$ cat src/rtl/ulpb_node_rx.sv
// rtl/ulpb_node_rx.sv - ULPB node bus-side receiver: sync, frame decode, byte handoff to core.
// Optional ULPB_RX_BROADCAST_EN: all-ones address is accepted as this node's address.
module ulpb_node_rx #(
  parameter int unsigned ADDR_WIDTH = 8,
  parameter logic [ADDR_WIDTH-1:0] NODE_ADDR = ADDR_WIDTH'(8'h5A),
  parameter int unsigned IDLE_TIMEOUT = 32
) (
  input  logic       CLK_IN,
  input  logic       RESET,
  input  logic       BUS_CLK,
  input  logic       DIN,
  output logic       DOUT,
  output logic [7:0] RX_DATA,
  output logic       RX_VALID,
  input  logic       RX_READY,
  output logic       RX_START,
  output logic       RX_DONE,
  output logic       RX_OVF,
  output logic       RX_PARTIAL
);

  localparam int unsigned TO_W = $clog2(IDLE_TIMEOUT) + 1;

  typedef enum logic [2:0] {S_IDLE, S_ARB, S_ADDR, S_DATA, S_IGNORE, S_DONE} state_t;

  state_t                state_q, state_d;
  logic                  bclk_s1_q, bclk_s1_d, bclk_s2_q, bclk_s2_d, bclk_prev_q, bclk_prev_d;
  logic                  din_s1_q, din_s1_d, din_s2_q, din_s2_d;
  logic                  dout_q, dout_d;
  logic                  bit_valid_q, bit_valid_d, bit_q, bit_d;
  logic [4:0]            bit_cnt_q, bit_cnt_d;
  logic [TO_W-1:0]       to_cnt_q, to_cnt_d;
  logic [ADDR_WIDTH-2:0] addr_sr_q, addr_sr_d;
  logic [6:0]            data_sr_q, data_sr_d;
  logic [7:0]            rx_data_q, rx_data_d;
  logic                  rx_valid_q, rx_valid_d;
  logic                  rx_start_q, rx_start_d;
  logic                  rx_done_q, rx_done_d;
  logic                  rx_ovf_q, rx_ovf_d;
  logic                  rx_partial_q, rx_partial_d;

  logic                  bclk_rise, active, timeout, addr_match;
  logic [ADDR_WIDTH-1:0] addr_next;
  logic [7:0]            byte_next;

  assign bclk_rise = bclk_s2_q & ~bclk_prev_q;
  assign addr_next = {addr_sr_q, bit_q};
  assign byte_next = {data_sr_q, bit_q};
  assign active    = (state_q == S_ARB) || (state_q == S_ADDR) ||
                     (state_q == S_DATA) || (state_q == S_IGNORE);
  assign timeout   = active && (to_cnt_q == TO_W'(IDLE_TIMEOUT - 1));

`ifdef ULPB_RX_BROADCAST_EN
  assign addr_match = (addr_next == NODE_ADDR) || (addr_next == '1);
`else
  assign addr_match = (addr_next == NODE_ADDR);
`endif

  always_comb begin
    bclk_s1_d    = BUS_CLK;
    bclk_s2_d    = bclk_s1_q;
    bclk_prev_d  = bclk_s2_q;
    din_s1_d     = DIN;
    din_s2_d     = din_s1_q;
    dout_d       = DIN;
    // Edges seen in IDLE are never bits; this keeps a start-adjacent edge out of ARB.
    bit_valid_d  = bclk_rise && (state_q != S_IDLE);
    bit_d        = din_s2_q;
    state_d      = state_q;
    bit_cnt_d    = bit_cnt_q;
    addr_sr_d    = addr_sr_q;
    data_sr_d    = data_sr_q;
    rx_data_d    = rx_data_q;
    rx_valid_d   = rx_valid_q;
    rx_ovf_d     = rx_ovf_q;
    rx_partial_d = rx_partial_q;
    rx_start_d   = 1'b0;
    rx_done_d    = 1'b0;
    to_cnt_d     = (active && bclk_s2_q) ? to_cnt_q + TO_W'(1) : '0;

    if (rx_valid_q && RX_READY) rx_valid_d = 1'b0;

    case (state_q)
      S_IDLE: begin
        bit_cnt_d = '0;
        addr_sr_d = '0;
        data_sr_d = '0;
        if (!din_s2_q && bclk_s2_q) state_d = S_ARB;
      end
      S_ARB: begin
        if (timeout)          state_d = S_IDLE;
        else if (bit_valid_q) state_d = S_ADDR;
      end
      S_ADDR: begin
        if (timeout) begin
          state_d = S_IDLE;
        end else if (bit_valid_q) begin
          addr_sr_d = addr_next[ADDR_WIDTH-2:0];
          if (bit_cnt_q == 5'(ADDR_WIDTH - 1)) begin
            bit_cnt_d = '0;
            if (addr_match) begin
              state_d    = S_DATA;
              rx_start_d = 1'b1;
              rx_ovf_d   = 1'b0;
            end else begin
              state_d = S_IGNORE;
            end
          end else begin
            bit_cnt_d = bit_cnt_q + 5'd1;
          end
        end
      end
      S_DATA: begin
        if (timeout) begin
          state_d = S_DONE;
        end else if (bit_valid_q) begin
          data_sr_d = byte_next[6:0];
          bit_cnt_d = {2'b00, bit_cnt_q[2:0] + 3'd1};
          // A same-cycle handshake frees the buffer before the new byte lands.
          if (bit_cnt_q[2:0] == 3'd7) begin
            if (!rx_valid_q || RX_READY) begin
              rx_data_d  = byte_next;
              rx_valid_d = 1'b1;
            end else begin
              rx_ovf_d = 1'b1;
            end
          end
        end
      end
      S_IGNORE: begin
        if (timeout) state_d = S_IDLE;
      end
      S_DONE: begin
        rx_done_d    = 1'b1;
        rx_partial_d = |bit_cnt_q[2:0];
        state_d      = S_IDLE;
      end
      default: state_d = S_IDLE;
    endcase
  end

  always_ff @(posedge CLK_IN or posedge RESET) begin
    if (RESET) begin
      state_q      <= S_IDLE;
      bclk_s1_q    <= 1'b1;
      bclk_s2_q    <= 1'b1;
      bclk_prev_q  <= 1'b1;
      din_s1_q     <= 1'b1;
      din_s2_q     <= 1'b1;
      dout_q       <= 1'b1;
      bit_valid_q  <= 1'b0;
      bit_q        <= 1'b0;
      bit_cnt_q    <= '0;
      to_cnt_q     <= '0;
      addr_sr_q    <= '0;
      data_sr_q    <= '0;
      rx_data_q    <= '0;
      rx_valid_q   <= 1'b0;
      rx_start_q   <= 1'b0;
      rx_done_q    <= 1'b0;
      rx_ovf_q     <= 1'b0;
      rx_partial_q <= 1'b0;
    end else begin
      state_q      <= state_d;
      bclk_s1_q    <= bclk_s1_d;
      bclk_s2_q    <= bclk_s2_d;
      bclk_prev_q  <= bclk_prev_d;
      din_s1_q     <= din_s1_d;
      din_s2_q     <= din_s2_d;
      dout_q       <= dout_d;
      bit_valid_q  <= bit_valid_d;
      bit_q        <= bit_d;
      bit_cnt_q    <= bit_cnt_d;
      to_cnt_q     <= to_cnt_d;
      addr_sr_q    <= addr_sr_d;
      data_sr_q    <= data_sr_d;
      rx_data_q    <= rx_data_d;
      rx_valid_q   <= rx_valid_d;
      rx_start_q   <= rx_start_d;
      rx_done_q    <= rx_done_d;
      rx_ovf_q     <= rx_ovf_d;
      rx_partial_q <= rx_partial_d;
    end
  end

  assign DOUT       = dout_q;
  assign RX_DATA    = rx_data_q;
  assign RX_VALID   = rx_valid_q;
  assign RX_START   = rx_start_q;
  assign RX_DONE    = rx_done_q;
  assign RX_OVF     = rx_ovf_q;
  assign RX_PARTIAL = rx_partial_q;

endmodule

$ cat config.mk
export PLATFORM = sky130hd
export DESIGN_NAME = ulpb_node_rx
export DESIGN_NICKNAME = d
export VERILOG_FILES = /design/src/rtl/ulpb_node_rx.sv
export SDC_FILE = /design/constraint.sdc
export NUM_CORES = 1
export LEC_CHECK = 0
export CORE_MARGIN = 5
export CORE_UTILIZATION = 49
export DETAILED_ROUTE_END_ITERATION = 12
export DONT_BUFFER_PORTS = 1
export SYNTH_ARGS = -nofsm -noshare
export SYNTH_HDL_FRONTEND = slang
export SYNTH_SLANG_ARGS = --single-unit
$ cat constraint.sdc
create_clock -name CLK_IN -period 6.1 [get_ports CLK_IN]
set_clock_uncertainty 0.15 [all_clocks]
set_input_delay 1.525 -clock CLK_IN [delete_from_list [all_inputs] [get_ports CLK_IN]]
set_output_delay 1.525 -clock CLK_IN [all_outputs]
set_load 0.05 [all_outputs]
### M1 wires, run 1

Scale bar: 20 um. Supply wires on this layer in grey.
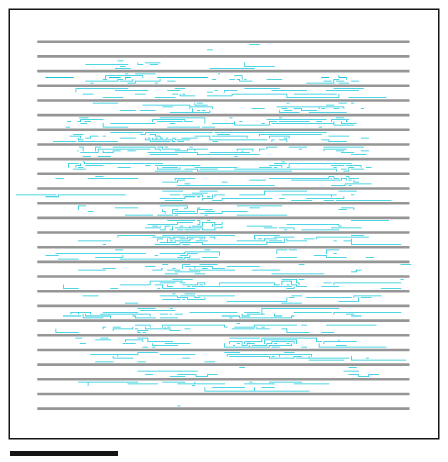
longest straight run: 20.7 um
wire length on this layer: 2130 um

### M2 wires, run 1

Cells faint in the background.
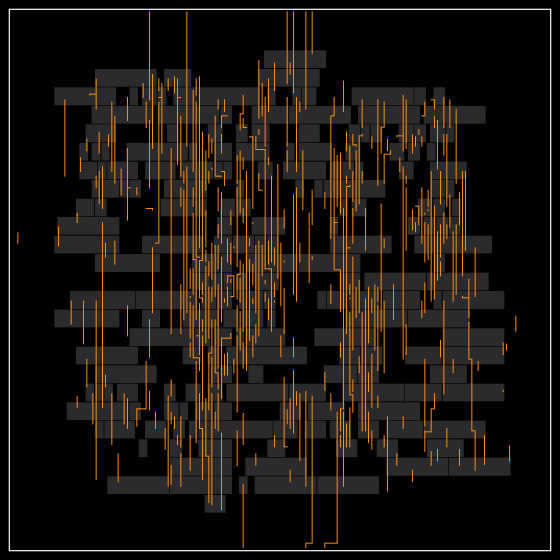
longest straight run: 29.4 um
main direction: vertical
share of all routed wire: 47%
wire length on this layer: 2200 um

==> run summary, run 1 <==
Notes from the flow run.

Clock network:
- The run puts the number of clock sinks at 48.
- After clock tree synthesis, the flow added hold-fix buffers numbering 0.
- The run gives the setup fix buffers added after clock tree synthesis as 0.

Placed design:
- The run puts the worst slack after detailed placement at 3540 ps.
- Buffers placed on the I/O ports in this run total 0.
- The run gives the final estimated routing congestion in global placement as 0.865.

Synth:
- The run puts the area share of and-or/or-and cells after synthesis at 16.7%.
- The run puts the simple-gate portion of the synthesized area at 20.0%.
- During synthesis, Yosys emitted a total of 0 warnings.
- For reference, the top logic cell family by area is simple AND/OR/NAND/NOR gates.
- The run puts the count of different cell masters after synthesis at 50.
- The run puts the async set-or-reset flop fraction in the synthesized netlist at 100%.
- Of the post-synthesis cell area, the part taken by muxes is 5.10%.
- In the Yosys report, the sequential cells make up 51.3% of the chip area.
- The run puts the synthesized chip area reported by yosys at 2350 um2.
- By area the synthesized netlist is led by sky130_fd_sc_hd__dfrtp_1 46%, sky130_fd_sc_hd__dfstp_2 5.6%, sky130_fd_sc_hd__mux2_4 5.1%, sky130_fd_sc_hd__a22o_1 4.1%, sky130_fd_sc_hd__nand3_1 3.8%.
- The cell-mix breakdown from Yosys lists the XOR/XNOR area share as 1.12%.
- The run puts the post-synthesis average cell area at 11.1 um2.
- For this run, the leading register cell type out of synthesis is sky130_fd_sc_hd__dfrtp_1.
- The run puts the post-synthesis instance area at 2350 um2.

Timing:
- The run gives the headroom to the max-slew limit as 32.7%.
- For the final routed database, the setup TNS stands at 0 ps.
- The run gives the period utilization as 43.8%.
- Pins over their slew limit in the final report were tallied at 0.

Global routing:
- After global routing the overflow that remains totals 0.
- The run puts the total track usage at 16.2%.
- The run gives the largest net degree at the start of global routing as 49.

Power and ir drop:
- The run gives the part of the power in the clock network as 27.1%.
- The run gives the sequential share of power as 49.2%.
- The run puts the reported net switching power at 322 uW.
- In the power breakdown, the internal column shows 535 uW.
- Per the OpenROAD power report, leakage power amounts to 1.11 nW.
- The run gives the part of the total power dissipated in combinational logic as 23.7%.

Floorplanning:
- The run puts the number of placement rows at 25.
- The run puts the die span in y at 79.3 um.
- The run gives the x dimension of the die as 79.3 um.

Critical path:
- The run puts the path depth of the worst reg2reg path at 4.
- The STA report counts the stages on the worst setup path as 0.
- STA classifies the critical path endpoint as an output pin.
- The run gives the startpoint of the worst register-to-register path as state_q[1]$_DFFE_PP0P_.
- The run gives the data required time at the worst endpoint as 4430 ps.
- The worst setup path is launched from a flip-flop.

Routing:
- The run puts the iteration-0 DRC count of the detailed router at 124.
- The run gives the residual antenna-violating net count after detailed routing as 0.
- The run puts the total DRC errors in the routed layout at 0.
- The run gives the via density per instance as 6.09.
- The run puts the total met3 wirelength after detailed routing at 274 um.

Final layout:
- The run puts the cell area after layout at 2500 um2.
- Per the layout report, the design carries 0 non-clock buffers.
- The run gives the number of flip-flops in the largest register as 8.
- The run puts the number of non-filler instances in the completed layout at 268.
- The run gives the fraction of area in clock buffers and inverters as 4.65%.
- The run puts the flop count at 48.
- The biggest slice of the area belongs to flip-flops and latches.
- Leaving out buffers and inverters, the combinational logic in the layout accounts for 1060 um2.
- The run gives the multi-input combinational cell count as 145.
- The run gives the most common library cell in the layout ignoring fill and taps as sky130_fd_sc_hd__dfrtp_1.
- The run gives the fraction of area in registers as 48.3%.

Run status:
- The run finished with clean final reports.

Min path:
- According to the hold report, the worst path is of the reg -> reg type.
- The launch point of the worst min-delay path is recorded as bclk_s1_q$_DFF_PP1_.
### Signal wires on met3, run 1

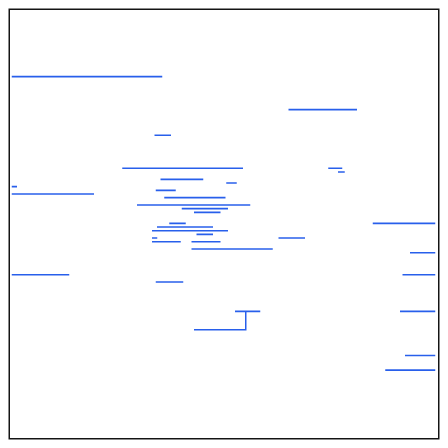
longest straight run: 27.6 um
wire length on this layer: 275 um

==> run 1: cells in the mapped netlist, types with 2 or more instances <==
| cell type | n |
|---|---|
| sky130_fd_sc_hd__and3_1 | 2 |
| sky130_fd_sc_hd__a22o_1 | 11 |
| sky130_fd_sc_hd__o21ai_0 | 9 |
| sky130_fd_sc_hd__dfstp_2 | 5 |
| sky130_fd_sc_hd__nor2b_1 | 6 |
| sky130_fd_sc_hd__nor3_1 | 3 |
| sky130_fd_sc_hd__o32ai_1 | 2 |
| sky130_fd_sc_hd__nor2_1 | 10 |
| sky130_fd_sc_hd__o211ai_1 | 2 |
| sky130_fd_sc_hd__dfrtp_1 | 43 |
| sky130_fd_sc_hd__nand3b_1 | 3 |
| sky130_fd_sc_hd__nand2_1 | 18 |
| sky130_fd_sc_hd__clkbuf_1 | 4 |
| sky130_fd_sc_hd__and4_1 | 2 |
| sky130_fd_sc_hd__a21oi_1 | 3 |
| sky130_fd_sc_hd__xnor2_1 | 2 |
| sky130_fd_sc_hd__a31oi_1 | 3 |
| sky130_fd_sc_hd__nand2b_1 | 5 |
| sky130_fd_sc_hd__mux2_4 | 8 |
| sky130_fd_sc_hd__ha_1 | 4 |
| sky130_fd_sc_hd__o31ai_1 | 2 |
| sky130_fd_sc_hd__nand4_1 | 8 |
| sky130_fd_sc_hd__nand3_1 | 18 |
| sky130_fd_sc_hd__a21o_1 | 2 |
| sky130_fd_sc_hd__inv_1 | 13 |
==> run 1: kinds of logic (layout without fill, tap and decap cells) <==
family | Yosys count | after routing
AOI/OAI and AO/OA | 47 | 47
adders and majority gates | 4 | 4
DFF | 48 | 48
buffers and inverters | 20 | 21
muxes | 8 | 8
and+or+nand+nor | 83 | 83
xor gates and xnor gates | 3 | 3
==> run 2, diff against run 1 <==
PLACE_DENSITY = 0.66   (was unset)
clock period = 2.4 ns   (was 6.1 ns; I/O delays follow)
### Congestion heat map, run 2

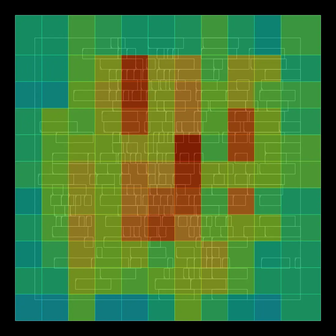
total routing usage reported by global routing: 15.9%
routing usage on met1: 20.9%
routed wire length per instance: 16.9 um

==> run 2 against run 1 <==
Via count increased by 1.2%. Largest power group unchanged. Core utilization increased by 0.45 points. Non-clock buffer count up 5. Critical path type is now reg -> reg. Routed wire length shrank 0.97%. Highest routed layer unchanged. Combinational power rose to 2.9 times the previous value. Die area stayed put. Critical endpoint is now state_q[1]$_DFFE_PP0P_. Global-route usage decreased by 0.35 points. Sequential cell count is the same. Count of clock-buffer cells in the layout unchanged. Sequential share of layout area shrank 0.41 points.
==> run summary, run 2 <==
Notes from the flow run.

Run status:
- The flow ran to the end, and the final reports show no timing, DRC or antenna violations.

Synth:
- The run puts the count of different cell masters after synthesis at 50.
- Post-synthesis, Yosys gives the total cell area as 2350 um2.
- The mapped netlist covers 2350 um2.
- The run gives the sequential element share of the synthesized area as 51.3%.
- The run gives the post-synthesis average cell area as 11.1 um2.
- The run puts the flop and latch count out of synthesis at 48.
- The synthesis report names the predominant flop master as sky130_fd_sc_hd__dfrtp_1.
- For this run the top cell type by instance count after synthesis was sky130_fd_sc_hd__dfrtp_1.
- After synthesis, the cell types taking the most area are sky130_fd_sc_hd__dfrtp_1 46%, sky130_fd_sc_hd__dfstp_2 5.6%, sky130_fd_sc_hd__mux2_4 5.1%, sky130_fd_sc_hd__a22o_1 4.1%, sky130_fd_sc_hd__nand3_1 3.8%.
- The run puts the async set-or-reset flop fraction in the synthesized netlist at 100%.
- The run puts the count of synthesis-stage warnings from yosys at 0.
- The run gives the count of mapped cells out of synthesis as 213.

Final layout:
- The run gives the most common library cell in the layout ignoring fill and taps as sky130_fd_sc_hd__dfrtp_1.
- The run puts the area growth from synthesis to final layout at 7.07%.
- The run gives the number of flip-flops in the largest register as 8.

Timing:
- The end-of-flow timing check tallies setup violations at 0.
- Pins over their slew limit in the final report were tallied at 0.
- The run puts the headroom to the max-slew limit at 54.7%.

Routing:
- The run puts the residual antenna-violating net count after detailed routing at 0.
- The run puts the via density per instance at 6.05.
- The run puts the iteration-0 DRC count of the detailed router at 73.

Clock network:
- Clock tree synthesis found a total of 48 sinks.
- The run gives the number of hold buffers added after CTS as 0.
- The number of setup buffers added after CTS is 0.

Placed design:
- The run puts the worst slack after detailed placement at 432 ps.
- RePlAce ended its routability-driven mode at a weighted congestion of 0.873.
- The run puts the number of buffer cells added on primary ports at 0.

Critical path:
- STA puts the critical path data required time at 2460 ps.
- The critical path crosses 5 cells after its start point.
- The worst setup path is launched from a flip-flop.
- The run gives the startpoint of the worst register-to-register path as state_q[1]$_DFFE_PP0P_.
- STA classifies the critical path endpoint as a flip-flop.
- The run puts the path depth of the worst reg2reg path at 5.

Floorplanning:
- The run gives the die span in y as 79.3 um.

Global routing:
- The run gives the largest net degree at the start of global routing as 49.
- The run gives the total global routing overflow as 0.

Min path:
- Checking hold timing, the worst path is listed with class in -> async.

Power and ir drop:
- The run gives the leakage power as 1.13 nW.
### Signal metal coverage by tile, run 2

The die is cut into 16 by 16 equal tiles; dark blue is low, red is high, scaled to the fullest tile. Values are wire area over tile area, all layers added.
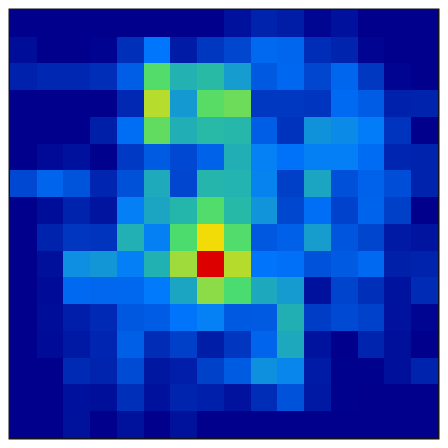
nearly empty tiles: 25%
mean over tiles: 0.11
densest ninth of the die: centre
emptiest ninth of the die: south-east

## run 2: cell count changes in the layout (fill, tap and decap cells not counted)
cell | before | now
sky130_fd_sc_hd__clkinv_4 | 2 | 1
sky130_fd_sc_hd__bufinv_16 | 1 | 0
sky130_fd_sc_hd__buf_4 | 0 | 4
sky130_fd_sc_hd__buf_12 | 0 | 1
sky130_fd_sc_hd__clkinv_2 | 0 | 2
## run 2: area by class of cell
type / instances / area, um2
multi-input combinational: 145 / 1060
clock buffer: 5 / 68.8
sequential: 48 / 1210
timing repair buffer: 5 / 50.0
tap: 54 / 67.6
clock inverter: 3 / 18.8
fill: 423 / 2170
inverter: 13 / 48.8
## run 2: cell families (layout without fill, tap and decap cells)
family | after synthesis | in the layout | synth area share (%)
AND-OR/OR-AND | 47 | 47 | 16.7
adder cells (fa/ha/maj) | 4 | 4 | 2.13
multiplexers | 8 | 8 | 5.10
XOR/XNOR | 3 | 3 | 1.12
flip-flops | 48 | 48 | 51.3
buffers and inverters | 20 | 26 | 3.72
AND/OR/NAND/NOR | 83 | 83 | 20.0
## run 2: per-layer routing
| metal | share of wire (%) | routed length [um] | track usage, % | vias up |
|---|---|---|---|---|
| met2 | 50 | 2290 | 26.5 | 42 |
| met3 | 4.1 | 188 | 2.83 | 4 |
| met4 | 0.50 | 23 | 4.98 | 0 |
| met1 | 46 | 2120 | 20.9 | 814 |
| met5 | 0 | 0 | 0 | - |
| li1 | - | - | - | 792 |
## run 2: where the power goes
part	switching [mW]	internal, mW	total (mW)
Clock	0.272	0.203	0.475
Sequential	0.150	0.879	1.03
Combinational	0.395	0.194	0.589
==> run 3, diff against run 2 <==
clock period = 1.7 ns   (was 2.4 ns; I/O delays follow)
### Signal metal coverage by tile, run 3

The die is cut into 16 by 16 equal tiles; dark blue is low, red is high, scaled to the fullest tile. Values are wire area over tile area, all layers added.
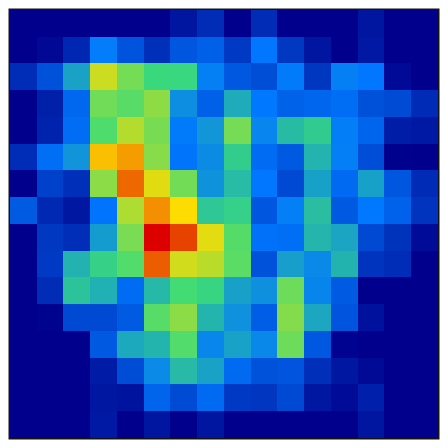
routed wire length per instance: 17.2 um
routed via count: 1893
total routing usage reported by global routing: 18.8%
final wirelength: 5.39 mm

==> run 3 against run 2 <==
The flow now finishes with violations (setup timing). Clock power grew 83%. Synthesized cell count is the same. Routed wire length grew 17%. Via count grew 15%. Combinational power grew 130%. Worst setup slack lost 450 ps.
==> run summary, run 3 <==
Notes from the flow run.

Run status:
- The flow ran to the end, but the final reports show violations.
- The final reports fail on setup timing.

Timing:
- The run puts the post-route minimum period at 1780 ps.
- Post-route period utilization is reported as 105%.
- The run puts the total of endpoints with negative setup slack in the final report at 15.
- Checking max transition, the worst relative margin is 63.1%.
- For the final routed database, the setup TNS stands at -383 ps.
- The run puts the number of max-slew violations in the final report at 0.
- Across all setup checks in the final design, the least slack found is -77.4 ps.
- The run gives the worst slack on hold paths as 215 ps.

Min path:
- The run gives the class of the worst hold path as reg -> reg.

Synth:
- After synthesis, the mean cell area works out to 11.1 um2.
- The run gives the number of enable flip-flop cells as 0.
- The run gives the post-synthesis instance area as 2350 um2.
- The run puts the count of mapped cells out of synthesis at 213.
- The synthesis log from Yosys contains 0 warnings.
- The run gives the async set-or-reset flop fraction in the synthesized netlist as 100%.
- The run puts the synthesized chip area reported by yosys at 2350 um2.
- Ranked by instance count, the synthesized netlist is headed by 43 x sky130_fd_sc_hd__dfrtp_1, 18 x sky130_fd_sc_hd__nand2_1, 18 x sky130_fd_sc_hd__nand3_1, 13 x sky130_fd_sc_hd__inv_1, 11 x sky130_fd_sc_hd__a22o_1.
- For reference, the top cells by area after synthesis are sky130_fd_sc_hd__dfrtp_1 46%, sky130_fd_sc_hd__dfstp_2 5.6%, sky130_fd_sc_hd__mux2_4 5.1%, sky130_fd_sc_hd__a22o_1 4.1%, sky130_fd_sc_hd__nand3_1 3.8%.
- The run gives the most frequently used cell type in the post-synthesis netlist as sky130_fd_sc_hd__dfrtp_1.
- The run puts the sequential element share of the synthesized area at 51.3%.
- The run gives the area fraction of the dominant cell type after synthesis as 45.7%.
- The run gives the most frequently used flop master after synthesis as sky130_fd_sc_hd__dfrtp_1.
- The run gives the number of nets produced by synthesis as 222.
- The run puts the count of different cell masters after synthesis at 50.
- Synthesis inferred 48 register bits.

Critical path:
- All stages included, the depth of the critical timing path comes to 4.
- The run gives the path type of the worst setup path as reg -> reg.
- The run gives the startpoint type of the worst setup path as a flip-flop.
- The required time at the worst endpoint is listed as 1750 ps.
- STA classifies the critical path endpoint as a flip-flop.
- The run gives the path depth of the worst reg2reg path as 4.
- The run gives the buffer-and-inverter tally for the worst setup path as 0.

Clock network:
- The number of clock sinks came to 48.
- Looking at the clock tree report, the root buffer type is sky130_fd_sc_hd__clkbuf_8.
- Per the repair_timing log after CTS, setup buffers inserted total 1.
- In this run, post-CTS hold repair placed 3 buffers.

Global routing:
- Per the GRT log, the top usage layer is met2.
- For this run, global-route usage on met2 was measured as 32.6%.
- The run gives the total global routing overflow as 0.
- The run gives the met1 layer usage reported by global route as 23.2%.
- Entering global routing, the biggest net connects 29 pins.

Final layout:
- The run puts the number of nets in the layout at 267.
- Compared with the post-synthesis result, the final layout area differs by 26.5%.
- The run puts the number of non-filler instances in the completed layout at 313.
- The run gives the most common library cell in the layout ignoring fill and taps as sky130_fd_sc_hd__buf_4.
- The run gives the number of flip-flops in the largest register as 8.
- The run puts the fraction of final layout cells with drive strength greater than 1 at 35.1%.
- The run puts the cell area after layout at 2980 um2.
- The run puts the number of fill cells in the layout at 380.

Floorplanning:
- The run puts the core area at 4690 um2.
- According to the floorplan report, the die height is 79.3 um.
- The run puts the number of placement rows at 25.
- From left edge to right edge, the die measures 79.3 um.

Placed design:
- The run puts the worst slack after detailed placement at -112 ps.
- At the end of routability-driven placement, the weighted congestion stood at 0.911.
- The run gives the total instance count after detailed placement as 300.
- Input and output buffers added on the ports amount to 0.
- The run gives the total placed instance area as 2710 um2.

Power and ir drop:
- The run puts the leakage power at 1.34 nW.

Job:
- In this run the tools logged warnings totalling 30.

Routing:
- The run gives the iteration-0 DRC count of the detailed router as 111.
- The run gives the total DRC errors in the routed layout as 0.
- The run gives the residual antenna-violating net count after detailed routing as 0.
- The run puts the via density per instance at 6.05.
### Signal wires on met3, run 3

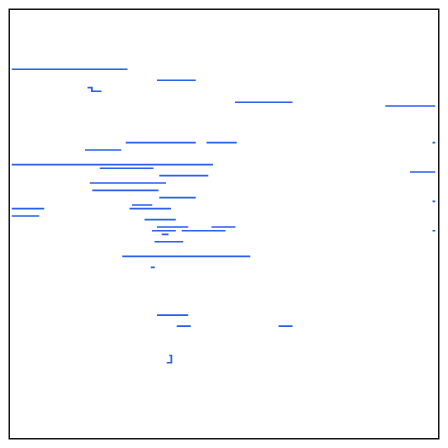
share of all routed wire: 4.8%
nets with wire on the layer: 30
longest straight run: 37.0 um
met3 Usage GRT: 3.40%

run 3: cell counts after synthesis:
No cell type changed its count.
run 3: logic make-up (layout without fill, tap and decap cells):
kind of cell	Yosys count	count (layout)	share of synthesized area, %
AND/OR/NAND/NOR	83	83	20.0
AND-OR/OR-AND	47	47	16.7
XOR/XNOR	3	3	1.12
adder cells (fa/ha/maj)	4	4	2.13
multiplexers	8	8	5.10
buffers and inverters	20	66	3.72
flip-flops	48	48	51.3
run 3: metal layers:
| metal | wire length, um | vias up |
|---|---|---|
| li1 | - | 872 |
| met1 | 2270 | 956 |
| met2 | 2810 | 57 |
| met3 | 258 | 8 |
| met4 | 47 | 0 |
| met5 | 0 | - |
run 3: path summary, 6_finish.rpt:
path / from / endpoint / slack, ps
max in group asynchronous: RESET / RX_START$_DFF_PP0_ / 460
min: bclk_s1_q$_DFF_PP1_ / bclk_prev_d$_DFF_PP1_ / 210
max: bit_q$_DFF_PP0_ / RX_OVF$_DFFE_PP0P_ / -80
min reg2reg: bclk_s1_q$_DFF_PP1_ / bclk_prev_d$_DFF_PP1_ / 210
min in group asynchronous: RESET / bit_valid_q$_DFF_PP0_ / 460
max reg2reg: bit_q$_DFF_PP0_ / RX_OVF$_DFFE_PP0P_ / -80
run 3: report_power, final:
group          total [mW]  switching, mW  internal [mW]
registers            1.43          0.180           1.25
logic                1.34          0.740          0.599
clock network       0.870          0.389          0.481
total                3.63           1.31           2.33
run 3: area by class of cell:
class                           instances  area [um2]  share of cell area [%]
Multi-Input combinational cell        145        1170                    39.2
Tap cell                               54        67.6                    2.27
Inverter                               13        52.6                    1.76
Clock inverter                          2        38.8                    1.30
Timing Repair Buffer                   45         358                    12.0
Clock buffer                            6        82.6                    2.77
Sequential cell                        48        1210                    40.7
Power is estimated from default activity; no workload was simulated.
